===== src/rtl/fetch_unit.sv =====
// ---------------------------------------------------------------------------
// fetch_unit
//
// Instruction fetch stage. Holds the program counter, fetches one word at a
// time from instruction memory over a req/ready/rvalid handshake and presents
// the fetched word to the decoder for one execute cycle (longer when the
// datapath stalls). The next PC is chosen from the decoder's Branch/Jump/Jalr
// controls. A misaligned next PC latches a sticky fault and parks the unit in
// HALT until reset.
//
// Ports
//   clk, reset        : clock and synchronous active-high reset
//   Branch/Jump/Jalr  : control-flow controls, only looked at in EXEC
//   ImmExt            : PC-relative offset for branch / jal targets
//   ALUResult         : rs1+imm, the jalr target before bit-0 clearing
//   stall             : hold the current instruction in EXEC
//   imem_req/addr     : fetch request; addr always mirrors PC
//   imem_ready        : memory accepted the request (REQ only)
//   imem_rvalid/rdata : fetched word (WAIT only)
//   Instr, PC, PCPlus4: current instruction, its address, link value
//   instr_valid       : Instr is executable this cycle
//   fault, fault_addr : sticky misaligned-target flag and offending target
//
// RESET_PC must be 4-byte aligned.
// ---------------------------------------------------------------------------
module fetch_unit #(
    parameter logic [31:0] RESET_PC = 32'h0000_0000
) (
    input  logic        clk,
    input  logic        reset,
    input  logic        Branch,
    input  logic        Jump,
    input  logic        Jalr,
    input  logic [31:0] ImmExt,
    input  logic [31:0] ALUResult,
    input  logic        stall,
    output logic        imem_req,
    output logic [31:0] imem_addr,
    input  logic        imem_ready,
    input  logic        imem_rvalid,
    input  logic [31:0] imem_rdata,
    output logic [31:0] Instr,
    output logic [31:0] PC,
    output logic [31:0] PCPlus4,
    output logic        instr_valid,
    output logic        fault,
    output logic [31:0] fault_addr
);

    localparam logic [31:0] NOP = 32'h0000_0013;

    typedef enum logic [2:0] {
        S_IDLE,
        S_REQ,
        S_WAIT,
        S_EXEC,
        S_HALT
    } state_t;

    state_t      state_q;
    logic [31:0] pc_q;
    logic [31:0] instr_q;
    logic        req_q;
    logic        valid_q;
    logic        fault_q;
    logic [31:0] fault_addr_q;

    logic [31:0] pc_plus4;
    logic [31:0] branch_tgt;
    logic [31:0] jalr_tgt;
    logic [31:0] target_d;

    // Next-PC candidates; all adds wrap modulo 2^32.
    always_comb begin
        pc_plus4   = pc_q + 32'd4;
        branch_tgt = pc_q + ImmExt;
        jalr_tgt   = {ALUResult[31:1], 1'b0};
        // Jalr wins over Branch/Jump.
        if (Jalr) begin
            target_d = jalr_tgt;
        end else if (Branch || Jump) begin
            target_d = branch_tgt;
        end else begin
            target_d = pc_plus4;
        end
    end

    // Single-process FSM. imem_req and instr_valid are registered alongside
    // the state so that no imem_* input reaches an output combinationally.
    always_ff @(posedge clk) begin
        if (reset) begin
            state_q      <= S_IDLE;
            pc_q         <= RESET_PC;
            instr_q      <= NOP;
            req_q        <= 1'b0;
            valid_q      <= 1'b0;
            fault_q      <= 1'b0;
            fault_addr_q <= 32'h0000_0000;
        end else begin
            case (state_q)
                S_IDLE: begin
                    state_q <= S_REQ;
                    req_q   <= 1'b1;
                end
                S_REQ: begin
                    // Request and address held stable until accepted.
                    if (imem_ready) begin
                        state_q <= S_WAIT;
                        req_q   <= 1'b0;
                    end
                end
                S_WAIT: begin
                    if (imem_rvalid) begin
                        instr_q <= imem_rdata;
                        state_q <= S_EXEC;
                        valid_q <= 1'b1;
                    end
                end
                S_EXEC: begin
                    // While stalled everything holds, including instr_valid.
                    if (!stall) begin
                        valid_q <= 1'b0;
                        if (target_d[1:0] == 2'b00) begin
                            pc_q    <= target_d;
                            state_q <= S_REQ;
                            req_q   <= 1'b1;
                        end else begin
                            // PC stays on the faulting instruction.
                            fault_q      <= 1'b1;
                            fault_addr_q <= target_d;
                            state_q      <= S_HALT;
                        end
                    end
                end
                S_HALT: begin
                    req_q   <= 1'b0;
                    valid_q <= 1'b0;
                end
                default: begin
                    state_q <= S_IDLE;
                    req_q   <= 1'b0;
                    valid_q <= 1'b0;
                end
            endcase
        end
    end

    assign imem_req    = req_q;
    assign imem_addr   = pc_q;
    assign Instr       = instr_q;
    assign PC          = pc_q;
    assign PCPlus4     = pc_plus4;
    assign instr_valid = valid_q;
    assign fault       = fault_q;
    assign fault_addr  = fault_addr_q;

endmodule


===== config.mk =====
export PLATFORM = sky130hd
export DESIGN_NAME = fetch_unit
export DESIGN_NICKNAME = d
export VERILOG_FILES = /design/src/rtl/fetch_unit.sv
export SDC_FILE = /design/constraint.sdc
export NUM_CORES = 1
export LEC_CHECK = 0
export CORE_UTILIZATION = 25
export CTS_CLUSTER_DIAMETER = 200
export DETAILED_ROUTE_END_ITERATION = 8
export GPL_ROUTABILITY_DRIVEN = 0
export PLACE_DENSITY = 0.5
export SKIP_CTS_REPAIR_TIMING = 1
export SLEW_MARGIN = 15
export SYNTH_ARGS = -nofsm -noshare
export SYNTH_HDL_FRONTEND = slang
export SYNTH_SLANG_ARGS = --single-unit

===== constraint.sdc =====
create_clock -name clk -period 3.6 [get_ports clk]
set_input_delay 0.36 -clock clk [delete_from_list [all_inputs] [get_ports clk]]
set_output_delay 0.36 -clock clk [all_outputs]
set_load 0.03 [all_outputs]

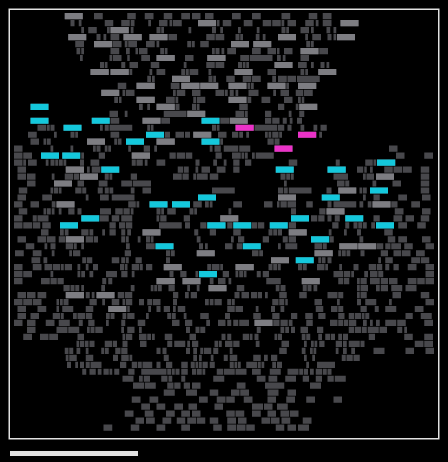
*Where the registers sit*
The bar under the picture is 50 um long. Other sequential cells in the stronger grey, the rest of the logic in the fainter grey.
| colour | signal | sequential cells |
|---|---|---|
| magenta | `state_q` | 3 |
| cyan | `fault_addr` | 32 |
not coloured: 67
power in sequential cells: 0.00117 W
Storage cell area: 2040 sq um
utilization of the core after routing: 0.373
sequential share of cell area: 0.204

==> qor.log <==
qor: status.run_status complete, no violations
qor: min_path.timing.hold.worst_endpoint fault_addr[1]
qor: floorplan.floorplan.io_pins 267
qor: floorplan.placementRows 60
qor: run.number_of_violations_of_the_max_capacitance_limit 0
qor: power_and_ir_drop.power.density 265 nW/um^2
qor: power_and_ir_drop.power_switching 0.000771 W
qor: final_layout.fillers 2783
qor: final_layout.clock_tree_area_fraction 0.0283
qor: setup_path.critical_path_class reg -> out
qor: clock_tree.cts_tree yes
qor: clock_tree.clkLatencyLatePin 0.36 ns
qor: setup_path.worstSetupStartpoint PC[2]
qor: yosys.post_synth_xor_area_fraction 0.0631
qor: floorplan.floorplan.die_area 27900 sq um
qor: route.post_detailed_routing_wire_length 27300 um
qor: global_routing.groute.layer.met3.usage 0.0385
qor: sta.grt_setup_unrepaired false
qor: sta.fmaxAchievable 0.290 GHz
qor: setup_path.worstSetupPathDepth 6
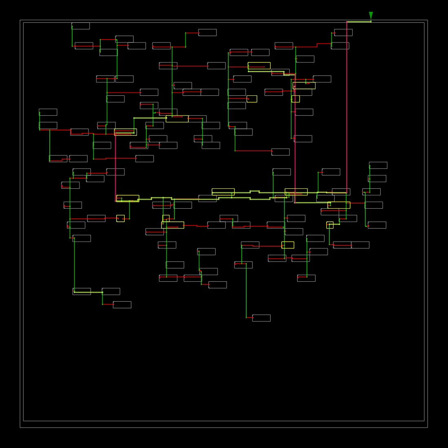
*Clock nets*
clock network power: 0.000959 W
flop count: 102
CTS sink cnt: 102
cts bufs inserted: 9
setup clock skew after layout: 0.0104 ns

No activity file was given, so power comes from the tool's default toggle rates.
